### PDN straps and rails, run 1

(3 px per µm) Pins as bars on the die edge. Tap cells in gray.
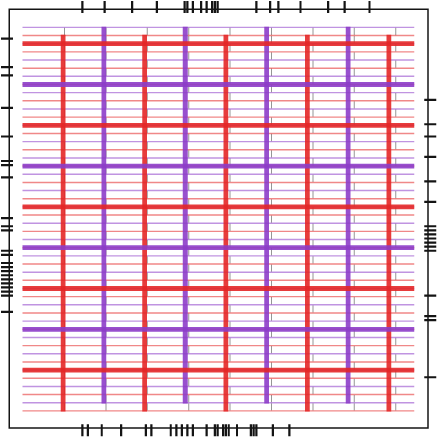
### Cells colored by class, run 1

(3 px per µm) Fill, decap, tap and diode cells in gray.
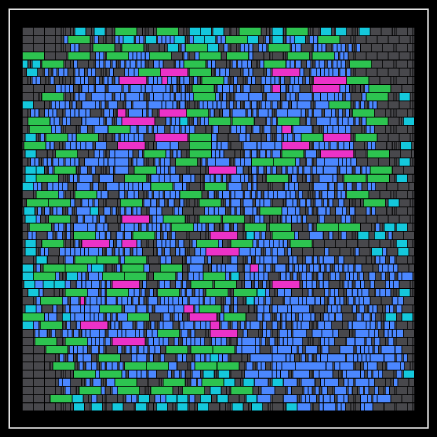
### Clock wires, drivers and flops, run 1

(3 px per µm)
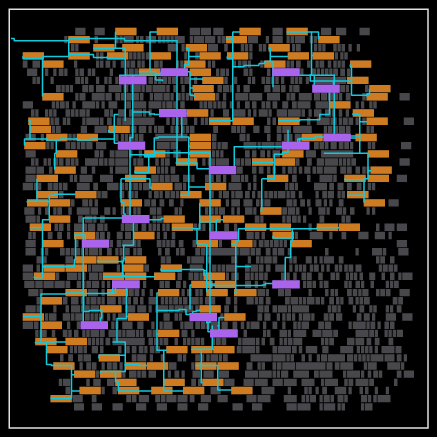
<file path="src/rtl/target_scheduler.sv">
// Per-frame colour tracker: walks the enabled target colours one frame at a time,
// accumulates pixel count and bounding box, and publishes one result per frame.
module target_scheduler #(
  parameter int IMG_WIDTH  = 640,
  parameter int IMG_HEIGHT = 480,
  parameter int MIN_COUNT  = 64
) (
  input  logic        clk,
  input  logic        rst,
  input  logic [4:0]  colour_mask,
  input  logic        pixel_valid,
  input  logic        sof,
  input  logic        eof,
  input  logic [4:0]  det_flags,
  output logic [2:0]  colour_sel,
  output logic        res_valid,
  input  logic        res_ready,
  output logic [2:0]  res_colour,
  output logic [18:0] res_count,
  output logic        res_found,
  output logic [9:0]  res_x_min,
  output logic [9:0]  res_x_max,
  output logic [8:0]  res_y_min,
  output logic [8:0]  res_y_max,
  output logic        frame_drop
);

  typedef enum logic [1:0] {IDLE, ACCUM, PUBLISH} state_t;
  state_t state;

  logic [9:0]  x_cnt, x_min, x_max;
  logic [8:0]  y_cnt, y_min, y_max;
  logic [18:0] count;

  // Next enabled colour strictly after cur in 0..4 cyclic order; cur itself if it is
  // the only enabled one, cur unchanged when nothing is enabled.
  function automatic logic [2:0] next_en(input logic [2:0] cur, input logic [4:0] mask);
    logic [2:0] r;
    int c;
    r = cur;
    for (int i = 5; i >= 1; i--) begin
      c = (int'(cur) + i) % 5;
      if (mask[c]) r = 3'(c);
    end
    return r;
  endfunction

  logic        start, accept, hit;
  logic [2:0]  adv_sel, track_sel;
  logic [9:0]  px, nx, b_xmin, b_xmax, n_xmin, n_xmax;
  logic [8:0]  py, ny, b_ymin, b_ymax, n_ymin, n_ymax;
  logic [18:0] b_count, n_count;

  always_comb begin
    adv_sel   = next_en(colour_sel, colour_mask);
    start     = pixel_valid && sof &&
                (((state == IDLE) && (colour_mask != '0)) || (state == ACCUM));
    accept    = pixel_valid && (start || (state == ACCUM));
    track_sel = ((state == IDLE) && !colour_mask[colour_sel]) ? adv_sel : colour_sel;
    hit       = det_flags[track_sel];

    px = sof ? '0 : x_cnt;
    py = sof ? '0 : y_cnt;
    if (px == 10'(IMG_WIDTH - 1)) begin
      nx = '0;
      ny = (py == 9'(IMG_HEIGHT - 1)) ? py : py + 9'd1;
    end else begin
      nx = px + 10'd1;
      ny = py;
    end

    // A sof pixel starts from the empty-frame accumulator, not the stale one.
    b_count = start ? '0 : count;
    b_xmin  = start ? '1 : x_min;
    b_xmax  = start ? '0 : x_max;
    b_ymin  = start ? '1 : y_min;
    b_ymax  = start ? '0 : y_max;

    n_count = b_count + 19'(hit);
    n_xmin  = (hit && (px < b_xmin)) ? px : b_xmin;
    n_xmax  = (hit && (px > b_xmax)) ? px : b_xmax;
    n_ymin  = (hit && (py < b_ymin)) ? py : b_ymin;
    n_ymax  = (hit && (py > b_ymax)) ? py : b_ymax;
  end

  always_ff @(posedge clk) begin
    if (rst) begin
      state      <= IDLE;
      colour_sel <= '0;
      res_valid  <= 1'b0;
      res_colour <= '0;
      res_count  <= '0;
      res_found  <= 1'b0;
      res_x_min  <= '0;
      res_x_max  <= '0;
      res_y_min  <= '0;
      res_y_max  <= '0;
      frame_drop <= 1'b0;
      count      <= '0;
      x_min      <= '1;
      x_max      <= '0;
      y_min      <= '1;
      y_max      <= '0;
      x_cnt      <= '0;
      y_cnt      <= '0;
    end else begin
      frame_drop <= (state == PUBLISH) && pixel_valid && sof;
      if (accept) begin
        colour_sel <= track_sel;
        count      <= n_count;
        x_min      <= n_xmin;
        x_max      <= n_xmax;
        y_min      <= n_ymin;
        y_max      <= n_ymax;
        x_cnt      <= nx;
        y_cnt      <= ny;
        if (eof) begin
          state      <= PUBLISH;
          res_valid  <= 1'b1;
          res_colour <= track_sel;
          res_count  <= n_count;
          res_found  <= (n_count != '0) && (n_count >= 19'(MIN_COUNT));
          res_x_min  <= (n_count == '0) ? '0 : n_xmin;
          res_x_max  <= (n_count == '0) ? '0 : n_xmax;
          res_y_min  <= (n_count == '0) ? '0 : n_ymin;
          res_y_max  <= (n_count == '0) ? '0 : n_ymax;
        end else begin
          state <= ACCUM;
        end
      end else if ((state == PUBLISH) && res_ready) begin
        state      <= IDLE;
        res_valid  <= 1'b0;
        colour_sel <= adv_sel;
      end
    end
  end

endmodule
</file>
<file path="config.mk">
export PLATFORM = sky130hd
export DESIGN_NAME = target_scheduler
export DESIGN_NICKNAME = d
export VERILOG_FILES = /design/src/rtl/target_scheduler.sv
export SDC_FILE = /design/constraint.sdc
export NUM_CORES = 1
export LEC_CHECK = 0
export ABC_AREA = 1
export CORE_MARGIN = 4
export CORE_UTILIZATION = 55
export CTS_CLUSTER_SIZE = 30
export DETAILED_ROUTE_END_ITERATION = 8
export PLACE_DENSITY = 0.76
export REMOVE_ABC_BUFFERS = 1
export SLEW_MARGIN = 20
export SYNTH_ARGS = -nofsm -noshare
export SYNTH_HDL_FRONTEND = slang
export SYNTH_SLANG_ARGS = --single-unit
</file>
<file path="constraint.sdc">
create_clock -name clk -period 8.3 [get_ports clk]
set_clock_uncertainty 0.2 [all_clocks]
set_input_delay 0.83 -clock clk [delete_from_list [all_inputs] [get_ports clk]]
set_output_delay 0.83 -clock clk [all_outputs]
set_load 0.05 [all_outputs]
</file>
==> impl_metrics.py, run 1 <==
# Metrics from the implementation run
metrics = {
    "route": {
        "wl_mm": 23.88,
        "drt_iter0_drc": 643,
        "antenna_left": 0,
        "drc": 0,
        "vias": 9160,
    },
    "global_routing": {
        "met2_usage_pct": 41.34,
        "grtUsageTotal_pct": 24.54,
        "use_met1_pct": 31.62,
        "met3_usage_pct": 4.931,
        "antenna_found_initial": 0,
    },
    "logic_synthesis": {
        "ys_sh_adder_pct": 9.216,
        "syn_inst": 1422,
        "synth_top_area_share_pct": 30.51,
        "ys.flop_type": "dfxtp_1",
        "yosys-stat-cells": 1422,
        "ys_warn_count": 0,
        "area_leaders": "dfxtp_1 (31%), nand2_1 (13%), ha_1 (9.0%)",
        "edf_count": 0,
        "yosysSeqAreaShare_pct": 30.51,
        "largest_area_cell": "dfxtp_1",
    },
    "power_and_ir_drop": {
        "powerDensity_mw_per_mm2": 255.7,
    },
    "final_timing": {
        "setup_viol": 0,
        "drv_slew": 0,
        "setup_tns_ns": 0,
        "hold_violations": 0,
    },
    "critical_path": {
        "r2r_setup_slack_ns": 0.93,
        "crit_arrival_ns": 7.53,
        "cp-endpoint": "res_y_min[3]",
        "reg2reg_to": "res_y_min[3]",
    },
    "worst_hold_path": {
        "min-delay-start": "res_y_min[2]",
        "worstHoldEndpoint": "res_y_min[2]",
    },
    "placement": {
        "place_congestion": 0.8998,
        "io_buffers": 81,
        "place_ws_ns": 0.7140,
    },
    "cells_and_area": {
        "lay_top_count": "nand2_1",
        "n_clock_buffer": 19,
        "flop_area_mm2": 0.002884,
        "logic_gates": 999,
    },
    "floorplanning": {
        "dieArea_mm2": 0.01934,
        "die.size.y_um": 139.1,
        "row_count": 47,
    },
    "cts": {
        "cts_buffers": 17,
        "cts_sinks": 144,
        "ctsHoldBuffers": 0,
    },
    "outcome": {
        "status": "finished clean",
    },
}
About 'PDN straps and rails':
- VSS: red
- VDD: purple
- rows: 47
- met4 straps: 9
peak supply drop: 0.1550 mV
core area: 0.01670 mm²

About 'Cells colored by class':
- clock drivers and dummy loads: magenta (cells 32)
- remaining buffers and delay cells: cyan (cells 92)
- sequential cells: green (cells 144)
- combinational and other logic: blue (cells 1216)

About 'Clock wires, drivers and flops':
- clock wires: cyan (length 1780 µm)
- clock drivers: purple (count 17)
- flip-flops: orange (count 144)
- routed clock nets: 18
clk_lat worst skew: 0.43 ns
P_clk: 0.000873 W
clock network power share: 31.0%

[run 1: report_power, final]
part | switching [W] | leakage [nW] | internal, W
logic | 0.000808 | 3.72 | 0.000345
clock network | 0.000301 | 0.320 | 0.000572
registers | 0.0000366 | 1.17 | 0.000752
total | 0.00115 | 5.21 | 0.00167
[run 1: stage by stage]
step / cells / util (%) / power [W] / area [µm²] / hold WS (ns)
after floorplan: 1360 / - / 0.001630 / 9156 / 0.2321
after global placement: 1672 / 61.83 / 0.001924 / 10330 / 0.2379
after detailed placement: 1672 / 61.83 / 0.001937 / 10330 / 0.2404
after CTS: 1704 / 65.88 / 0.002818 / 11000 / 0.2516
after global routing: 1704 / 65.93 / 0.002993 / 11010 / 0.2614
final: 1704 / 65.93 / 0.002815 / 11010 / 0.2479
### Metal layers overlaid, run 1

(3 px per µm)
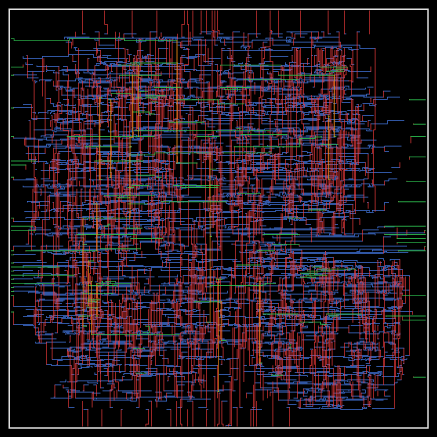

==> run 1 -> run 2 <==
--- a/config.mk
+++ b/config.mk
@@ -6,7 +6,8 @@
 export NUM_CORES = 1
 export LEC_CHECK = 0
 export ABC_AREA = 1
-export CORE_MARGIN = 4
+export CORE_ASPECT_RATIO = 0.8
+export CORE_MARGIN = 1
 export CORE_UTILIZATION = 55
 export CTS_CLUSTER_SIZE = 30
 export DETAILED_ROUTE_END_ITERATION = 8
### Metal layers overlaid, run 2

(3 px per µm)
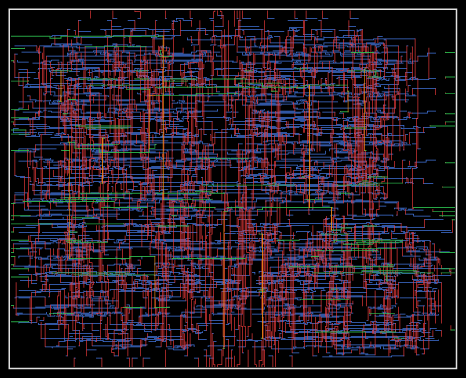
- metal 2: red (wire length 10300 µm)
- metal 4: orange (wire length 319 µm)
- metal 3: green (wire length 1280 µm)
- metal 1: blue (wire length 11400 µm)
wire per inst: 13.69 µm
Vias: 9194
total track usage: 26.85%
drt total wl: 23.31 mm

==> run 2 against run 1 <==
  * Wire length fell by 2.4%
  * Cell area fell by 0.64%
  * Non-clock buffer count fell by 1
  * Sequential power barely moved
  * Fmax fell by 0.46%
  * Worst setup slack got worse by 0.034 ns
  * Sequential cell count did not move
  * Register-to-register slack got worse by 0.03 ns
  * Clock-buffer cell count fell by 2
  * Largest cell class unchanged
  * Highest routed layer unchanged
==> impl_metrics.py, run 2 <==
# Metrics from the implementation run
metrics = {
    "cells_and_area": {
        "n_clock_buffer": 17,
        "nNonClkInverters": 217,
        "instances_no_fill": 1703,
        "nNetsFinal": 1555,
        "seq_cells": 144,
        "syn2layout_area_growth_pct": 15.78,
        "logic_gates": 999,
        "lay_top_count": "nand2_1",
        "utilization_pct": 65.68,
        "fin_area_mm2": 0.01094,
        "flop_area_mm2": 0.002884,
    },
    "outcome": {
        "status": "finished clean",
    },
    "critical_path": {
        "crit_arrival_ns": 7.52,
        "cp-endpoint": "res_y_min[5]",
        "reg2reg_to": "res_y_min[5]",
        "r2r_setup_slack_ns": 0.90,
        "cpPeakStageDelay_ns": 0.48,
    },
    "global_routing": {
        "antenna_found_initial": 0,
        "grt_pass1_wl_mm": 38.87,
    },
    "power_and_ir_drop": {
        "total_power_w": 0.002734,
        "internal_power_w": 0.001575,
        "powerDensity_mw_per_mm2": 249.9,
        "p_seq_share_pct": 28.7,
        "p_leak_nw": 5.179,
        "swShare_pct": 42.40,
        "ir_drop_mv": 0.2271,
        "combinationalPowerShare_pct": 42.3,
        "p_sw_w": 0.001159,
        "p_clk_share_pct": 29.0,
    },
    "placement": {
        "place_ws_ns": 0.6489,
        "dpl.cell_count": 1671,
        "placed_cell_area_mm2": 0.01032,
        "io_buffers": 81,
        "place_congestion": 0.8944,
    },
    "route": {
        "drt_iter0_drc": 792,
        "antenna_left": 0,
        "drc": 0,
    },
    "logic_synthesis": {
        "ys.flop_type": "dfxtp_1",
        "logic_family": "simple AND/OR/NAND/NOR gates",
        "yosys_register_bits": 144,
        "edf_count": 0,
        "largest_area_cell": "dfxtp_1",
        "syn_inst": 1422,
        "ys_sh_adder_pct": 9.216,
        "area_leaders": "dfxtp_1 (31%), nand2_1 (13%), ha_1 (9.0%)",
        "synth_top_area_share_pct": 30.51,
        "ys_warn_count": 0,
        "yosysSeqAreaShare_pct": 30.51,
        "yosys_area_mm2": 0.009449,
    },
    "floorplanning": {
        "row_count": 42,
        "die.size.y_um": 119.2,
        "design.core.area_mm2": 0.01666,
        "dieArea_mm2": 0.01771,
    },
    "cts": {
        "cts_sinks": 144,
        "clk_latency_ns": 0.43,
        "post_cts_buffers": 0,
        "ctsHoldBuffers": 0,
        "cts_buffers": 17,
        "clk_path_buf_depth": 2,
        "cts_tree": "yes",
    },
    "final_timing": {
        "setup_viol": 0,
        "drv_slew": 0,
        "setup_tns_ns": 0,
        "hold_violations": 0,
        "holdWs_ns": 0.2514,
        "period_used_pct": 89.15,
    },
    "worst_hold_path": {
        "worstHoldEndpoint": "res_x_max[6]",
        "min-delay-start": "res_x_max[6]",
    },
}
-- run 2: netlist changes by cell type in the layout (fill, tap and decap cells not counted), sizes merged --
cell	previous run	this run
buf	12	11
clkbuf	19	17
bufinv	6	3
inv	216	219
clkinv	5	7
-- run 2: power by group through the flow --
stage                     Sequential [W]  Combinational [W]  Clock, W
after floorplan                 0.000903           0.000728         0
after global placement          0.000799            0.00112         0
after detailed placement        0.000799            0.00113         0
after CTS                       0.000786            0.00114  0.000805
after global routing            0.000792            0.00129  0.000834
final                           0.000786            0.00116  0.000793
-- run 2: per-layer routing --
layer	global-route usage [%]	up-vias	share of wire, %
met4	7.345	0	1.4
met5	0	-	0
met2	41.94	252	44
li1	-	4724	-
met1	38.13	4191	49
met3	4.138	27	5.5
Power is estimated from default activity; no workload was simulated.
